Figure 1. Signal wires on met1.
Bar = 10 um. Supply wires on this layer in gray.
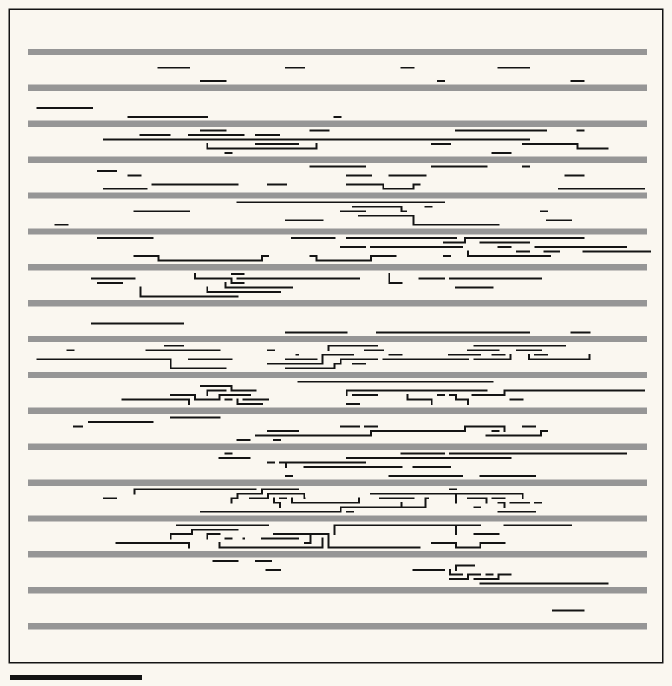
Figure 2. Met2 routing.
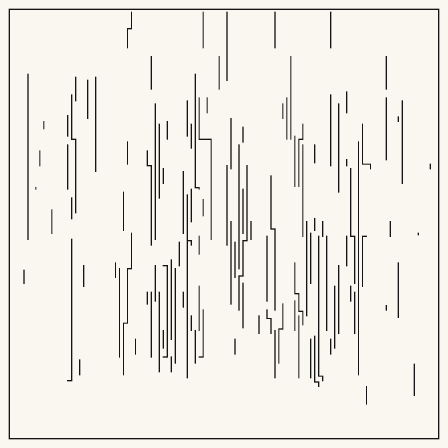
Figure 3. M3 wires.
Bar = 10 um. Cells faint in the background.
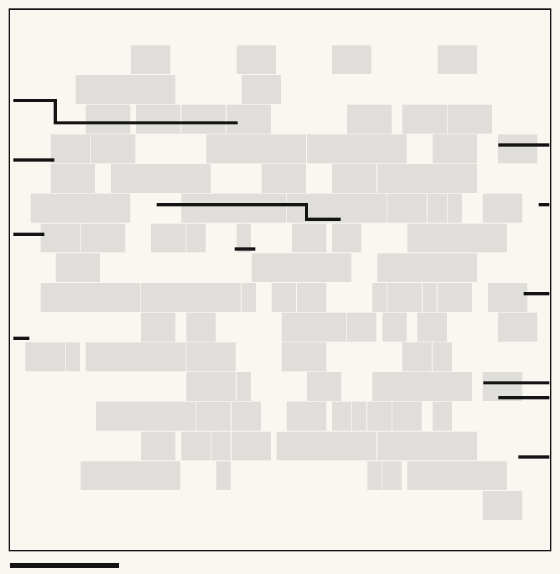
Figure 4. Selected gate families.
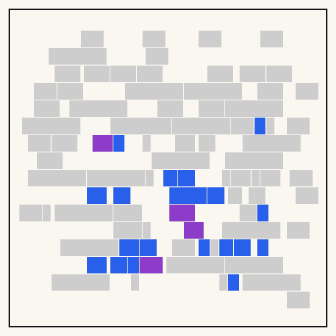
Figure 5. Clock wiring as the flow saved it.
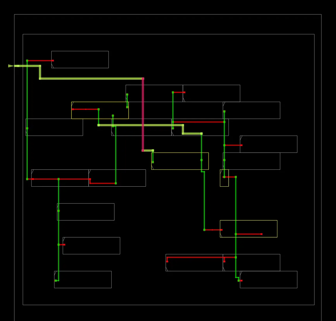
File: config.mk
export PLATFORM = sky130hd
export DESIGN_NAME = uart_xmit_of_verifla_flat
export DESIGN_NICKNAME = d
export VERILOG_FILES = /design/src/rtl/uart_xmit_of_verifla_pkg.sv /design/src/rtl/uart_xmit_of_verifla_if.sv /design/src/rtl/uart_xmit_of_verifla.sv /design/src/flat_wrapper.sv
export SDC_FILE = /design/constraint.sdc
export NUM_CORES = 1
export LEC_CHECK = 0
export CELL_PAD_IN_SITES_DETAIL_PLACEMENT = 0
export CELL_PAD_IN_SITES_GLOBAL_PLACEMENT = 1
export CORE_UTILIZATION = 40
export CTS_BUF_LIST = sky130_fd_sc_hd__clkbuf_16
export CTS_CLUSTER_DIAMETER = 30
export DETAILED_ROUTE_END_ITERATION = 8
export HOLD_SLACK_MARGIN = 0.06
export PLACE_DENSITY_LB_ADDON = 0.08
export REMOVE_ABC_BUFFERS = 1
export SKIP_CTS_REPAIR_TIMING = 1
export SLEW_MARGIN = 20
export SYNTH_ARGS = -nofsm -noshare
export SYNTH_HDL_FRONTEND = slang
export SYNTH_SLANG_ARGS = --single-unit
File: constraint.sdc
create_clock -name clk -period 2.46 [get_ports clk]
set_clock_uncertainty 0.15 [all_clocks]
set_input_delay 0.492 -clock clk [delete_from_list [all_inputs] [get_ports clk]]
set_output_delay 0.492 -clock clk [all_outputs]
set_load 0.02 [all_outputs]
File: src/rtl/uart_xmit_of_verifla_pkg.sv
`default_nettype none
// ============================================================================
//  Module   : uart_xmit_of_verifla_pkg
//  Brief    : State encoding and counter widths for the VeriFLA UART transmitter.
//  Revision : 1.0 - initial release
// ============================================================================
package uart_xmit_of_verifla_pkg;

    localparam int c_state_w    = 3;
    localparam int c_bit_cnt_w  = 3;
    localparam int c_stop_cnt_w = 1;

    typedef enum logic [c_state_w-1:0] {
        ST_IDLE   = 3'd0,
        ST_START  = 3'd1,
        ST_DATA   = 3'd2,
        ST_PARITY = 3'd3,
        ST_STOP   = 3'd4,
        ST_DONE   = 3'd5
    } xmit_state_t;

endpackage
`default_nettype wire

File: src/rtl/uart_xmit_of_verifla_if.sv
`default_nettype none
// ============================================================================
//  Module   : uart_xmit_of_verifla_if
//  Brief    : Request/done handshake and serial line between sender and UART.
//  Revision : 1.0 - initial release
// ============================================================================
interface uart_xmit_of_verifla_if;

    logic       xmitH;
    logic [7:0] xmit_dataH;
    logic       xmit_doneH;
    logic       xmit_busyH;
    logic       txd;

    modport master (
        output xmitH,
        output xmit_dataH,
        input  xmit_doneH,
        input  xmit_busyH,
        input  txd
    );

    modport slave (
        input  xmitH,
        input  xmit_dataH,
        output xmit_doneH,
        output xmit_busyH,
        output txd
    );

endinterface
`default_nettype wire

File: src/rtl/uart_xmit_of_verifla.sv
`default_nettype none
// ============================================================================
//  Module   : uart_xmit_of_verifla
//  Brief    : Baud-tick paced 8-bit async serial transmitter with done handshake.
//             Optional parity bit when VERIFLA_UART_PARITY_EN is defined.
//  Revision : 1.0 - initial release
// ============================================================================
module uart_xmit_of_verifla
    import uart_xmit_of_verifla_pkg::*;
#(
    parameter int STOP_BITS  = 1,
    parameter int PARITY_ODD = 0
) (
    input  wire logic               clk,
    input  wire logic               rst,
    input  wire logic               baud_clk_posedge,
    uart_xmit_of_verifla_if.slave   xif
);

    localparam logic [c_bit_cnt_w-1:0]  c_last_bit  = 3'd7;
    localparam logic [c_stop_cnt_w-1:0] c_stop_last = c_stop_cnt_w'(STOP_BITS - 1);

    // The stop counter is only wide enough for one or two stop periods.
    if (STOP_BITS < 1 || STOP_BITS > 2 || PARITY_ODD < 0 || PARITY_ODD > 1) begin : g_bad_params
        $error("uart_xmit_of_verifla: STOP_BITS must be 1..2 and PARITY_ODD 0..1");
    end

    xmit_state_t             r_state;
    logic [7:0]              r_shift;
    logic [c_bit_cnt_w-1:0]  r_bit_cnt;
    logic [c_stop_cnt_w-1:0] r_stop_cnt;
    logic                    r_txd;
    logic                    r_done;
    logic                    r_busy;

`ifdef VERIFLA_UART_PARITY_EN
    localparam logic c_parity_odd = (PARITY_ODD != 0);
    logic            r_parity;
`endif

    always_ff @(posedge clk or posedge rst) begin
        if (rst) begin
            r_state    <= ST_IDLE;
            r_shift    <= '0;
            r_bit_cnt  <= '0;
            r_stop_cnt <= '0;
            r_txd      <= 1'b1;
            r_done     <= 1'b0;
            r_busy     <= 1'b0;
`ifdef VERIFLA_UART_PARITY_EN
            r_parity   <= 1'b0;
`endif
        end else if (baud_clk_posedge) begin
            case (r_state)
                ST_IDLE: begin
                    r_txd <= 1'b1;
                    if (xif.xmitH) begin
                        r_shift <= xif.xmit_dataH;
`ifdef VERIFLA_UART_PARITY_EN
                        // Taken from the accepted octet; the shifter is consumed later.
                        r_parity <= (^xif.xmit_dataH) ^ c_parity_odd;
`endif
                        r_busy  <= 1'b1;
                        r_txd   <= 1'b0;
                        r_state <= ST_START;
                    end
                end
                ST_START: begin
                    r_txd     <= r_shift[0];
                    r_shift   <= {1'b0, r_shift[7:1]};
                    r_bit_cnt <= '0;
                    r_state   <= ST_DATA;
                end
                ST_DATA: begin
                    if (r_bit_cnt == c_last_bit) begin
                        r_bit_cnt <= '0;
`ifdef VERIFLA_UART_PARITY_EN
                        r_txd   <= r_parity;
                        r_state <= ST_PARITY;
`else
                        r_txd      <= 1'b1;
                        r_stop_cnt <= '0;
                        r_state    <= ST_STOP;
`endif
                    end else begin
                        r_txd     <= r_shift[0];
                        r_shift   <= {1'b0, r_shift[7:1]};
                        r_bit_cnt <= r_bit_cnt + 3'd1;
                    end
                end
`ifdef VERIFLA_UART_PARITY_EN
                ST_PARITY: begin
                    r_txd      <= 1'b1;
                    r_stop_cnt <= '0;
                    r_state    <= ST_STOP;
                end
`endif
                ST_STOP: begin
                    r_txd <= 1'b1;
                    if (r_stop_cnt == c_stop_last) begin
                        r_stop_cnt <= '0;
                        r_done     <= 1'b1;
                        r_state    <= ST_DONE;
                    end else begin
                        r_stop_cnt <= r_stop_cnt + c_stop_cnt_w'(1);
                    end
                end
                ST_DONE: begin
                    r_txd   <= 1'b1;
                    r_done  <= 1'b0;
                    r_busy  <= 1'b0;
                    r_state <= ST_IDLE;
                end
                default: begin
                    r_state    <= ST_IDLE;
                    r_txd      <= 1'b1;
                    r_done     <= 1'b0;
                    r_busy     <= 1'b0;
                    r_bit_cnt  <= '0;
                    r_stop_cnt <= '0;
                end
            endcase
        end
    end

    assign xif.txd        = r_txd;
    assign xif.xmit_doneH = r_done;
    assign xif.xmit_busyH = r_busy;

endmodule
`default_nettype wire

File: src/flat_wrapper.sv
// flat-port wrapper written by rule: the top's interface ports become plain ports
module uart_xmit_of_verifla_flat import uart_xmit_of_verifla_pkg::*;
#(
    parameter int STOP_BITS  = 1,
    parameter int PARITY_ODD = 0
)
  (clk, rst, baud_clk_posedge, xif_xmitH, xif_xmit_dataH, xif_xmit_doneH, xif_xmit_busyH, xif_txd);
  uart_xmit_of_verifla_if xif_i ();
  input  wire logic clk;
  input  wire logic rst;
  input  wire logic baud_clk_posedge;
  input wire logic [$bits(xif_i.xmitH)-1:0] xif_xmitH;
  input wire logic [$bits(xif_i.xmit_dataH)-1:0] xif_xmit_dataH;
  output wire logic [$bits(xif_i.xmit_doneH)-1:0] xif_xmit_doneH;
  output wire logic [$bits(xif_i.xmit_busyH)-1:0] xif_xmit_busyH;
  output wire logic [$bits(xif_i.txd)-1:0] xif_txd;
  assign xif_i.xmitH = xif_xmitH;
  assign xif_i.xmit_dataH = xif_xmit_dataH;
  assign xif_xmit_doneH = xif_i.xmit_doneH;
  assign xif_xmit_busyH = xif_i.xmit_busyH;
  assign xif_txd = xif_i.txd;
  uart_xmit_of_verifla #(.STOP_BITS(STOP_BITS), .PARITY_ODD(PARITY_ODD)) u_core (.clk(clk), .rst(rst), .baud_clk_posedge(baud_clk_posedge), .xif(xif_i));
endmodule
==> deck_impl_summary.md <==
Flow Results at a Glance

Final layout
  • Multi-input logic area: 432 um^2
  • Nets: 107
  • Layout cells sized above 1: 28.3%
  • Flop count: 17
  • Diodes inserted: 0
  • Dominant logic cell types in the final layout: dfrtp_1, mux2_2, clkdlybuf4s50_1
  • Most flop-heavy register: u_core.r_shift
  • Largest regs: u_core.r_shift: 8 flops, u_core.r_bit_cnt: 3 flops, u_core.r_state: 3 flops
  • Max reg flops: 8
  • Clock buffer count: 3
  • Dominant logic cell type in the layout: dfrtp_1
  • Area-dominant class: multi-input combinational cells
  • Nonclk inv count: 5
  • Seq area share: 37.3%
  • Clk tree area frac: 6.89%
  • Layout fillers: 188
  • Mi-comb count: 50
  • Comb/total area: 37.7%
  • FF/Latch Area: 427 um^2
  • Post-route cell area: 1140 um^2
  • Buffers, non-clock: 16
  • Area grow syn2layout: 27.3%

Routing
  • Initial drt markers: 10
  • Post-DRT Antenna Nets: 0
  • Total Wirelength: 1560 um
  • Routed wirelength normalized by instance count: 13.1 um
  • Iteration tally of the first detailed-router pass: 4
  • Number of vias per cell: 5.08
  • DRC: 0
  • Via count: 605

Synthesis
  • Top cells by area: dfrtp_1, mux2_2, o21ai_0
  • Synth top area share: 44.5%
  • Yosys simple share: 7.51%
  • Yosys warning total: 0
  • Mux frac, synth: 18.6%
  • XORs/XNORs by Area: 0.974%
  • Async SR Flop Fraction: 100%
  • Mapped Area: 900 um^2
  • Cell type with the largest total area: dfrtp_1
  • Comb area leader: multiplexers
  • Yosys cell types: 29
  • Dominant cell by count in the synthesized netlist: dfrtp_1
  • Synth Instances: 76
  • Mean Syn Cell Area: 11.8 um^2
  • YS chip area: 900 um^2
  • Dominant register cell: dfrtp_1
  • Top cells by count: dfrtp_1, mux2_2, o21ai_0

Timing
  • Final hold vios: 0
  • Fin worst setup slack: 0.265 ns
  • Final worst hold slack: 0.350 ns
  • Final period util: 89.2%
  • Fin crit period: 2.19 ns
  • Final TNS setup: 0 ns
  • Max_slew headroom: 57.5%
  • Slew at the pin with the worst max-slew slack: 0.637 ns
  • # setup viols final: 0
  • Final Slew Violations: 0

Floorplanning
  • Rows: 16
  • Chip height: 49.4 um
  • Fp_density: 44.1%
  • I/O Pins: 15
  • Core footprint: 2040 um^2
  • Die W: 49.4 um

Worst setup path
  • Max FO, Critical Path: 9
  • CP dominant cell by count: ha_1
  • Bufs and invs on worst path: 0
  • Slowest CP cell: dfrtp_1
  • Worst path max stage delay: 0.40 ns
  • CP required: 2.43 ns
  • WS Path Type: reg2reg
  • WP data arrival: 2.17 ns
  • Startpoint Class: flop

Place
  • DP HPWL: 1060 um
  • Port buffer count: 14
  • Placement Cell Area: 1070 um^2
  • GPL Wtd Cong: 0.661
  • DP Cell Count: 115
  • Place WS: 0.271 ns

Pwr
  • Reg power frac: 35.4%
  • Leakage: 0.499 nW
  • Pwr/cell area: 1260 nW/um^2
  • Highest-power group: combinational logic
  • Maximum vdd drop: 0.759 mV
  • Seq. pwr: 512 uW
  • Gate power share: 42.9%
  • Clock share of power: 21.7%
  • Comb pwr: 619 uW

GRT
  • Largest net degree at the start of global routing: 18
  • GRT overflow: 0
  • Initial antenna violation count: 0
  • First-pass GRT wire length: 2590 um
  • Vias in the first global route: 571
  • GRT Overall Usage: 14.3%

Min path
  • Min-Delay Path Class: reg2reg

CTS
  • H-tree depth: 1
  • Clk pin slew, worst setup/hold paths: 0.05 ns
  • TritonCTS clock tree: done

Run
  • Total tool warning count: 25

Status
  • Status: completed
Back to the opening pictures, Figure 1:
nets with wire on the layer: 92
wire length on this layer: 754 um
main direction: horizontal
share of all routed wire: 48%

Back to the opening pictures, Figure 2:
wire length on this layer: 726 um
longest straight run: 26.9 um
main direction: vertical
nets with wire on the layer: 77

Back to the opening pictures, Figure 3:
wire length on this layer: 68.7 um
nets with wire on the layer: 11
share of all routed wire: 4.4%

Back to the opening pictures, Figure 4:
| family | color | cells |
|---|---|---|
| and/or cells | purple | 4 |
| aoi and oai cells | blue | 19 |

Back to the opening pictures, Figure 5:
clock buffer count from CTS: 3
clock group power: 313 uW
CTS sink count: 17
Clock Latency Late Sink: 0.24 ns

final timing paths:
| kind | start | depth (start not counted) | endpoint | slack, ns |
|---|---|---|---|---|
| min in group asynchronous | rst | 2 | u_core.r_state[1] | 0.48 |
| max in group asynchronous | rst | 2 | u_core.r_shift[4] | 1.27 |
| min reg2reg | u_core.r_shift[0] | 1 | u_core.r_shift[0] | 0.35 |
| max reg2reg | u_core.r_bit_cnt[0] | 5 | u_core.r_shift[3] | 0.27 |
| min | u_core.r_shift[0] | 1 | u_core.r_shift[0] | 0.35 |
| max | u_core.r_bit_cnt[0] | 5 | u_core.r_shift[3] | 0.27 |
layer usage:
layer	global-route usage (%)	routed length [um]	vias up
li1	-	-	309
met1	18.7	753	282
met2	21.0	725	12
met3	5.61	68	2
met4	5.71	11	0
met5	0	0	-
Power figures rest on the tool's default switching activity, not on a simulated workload.
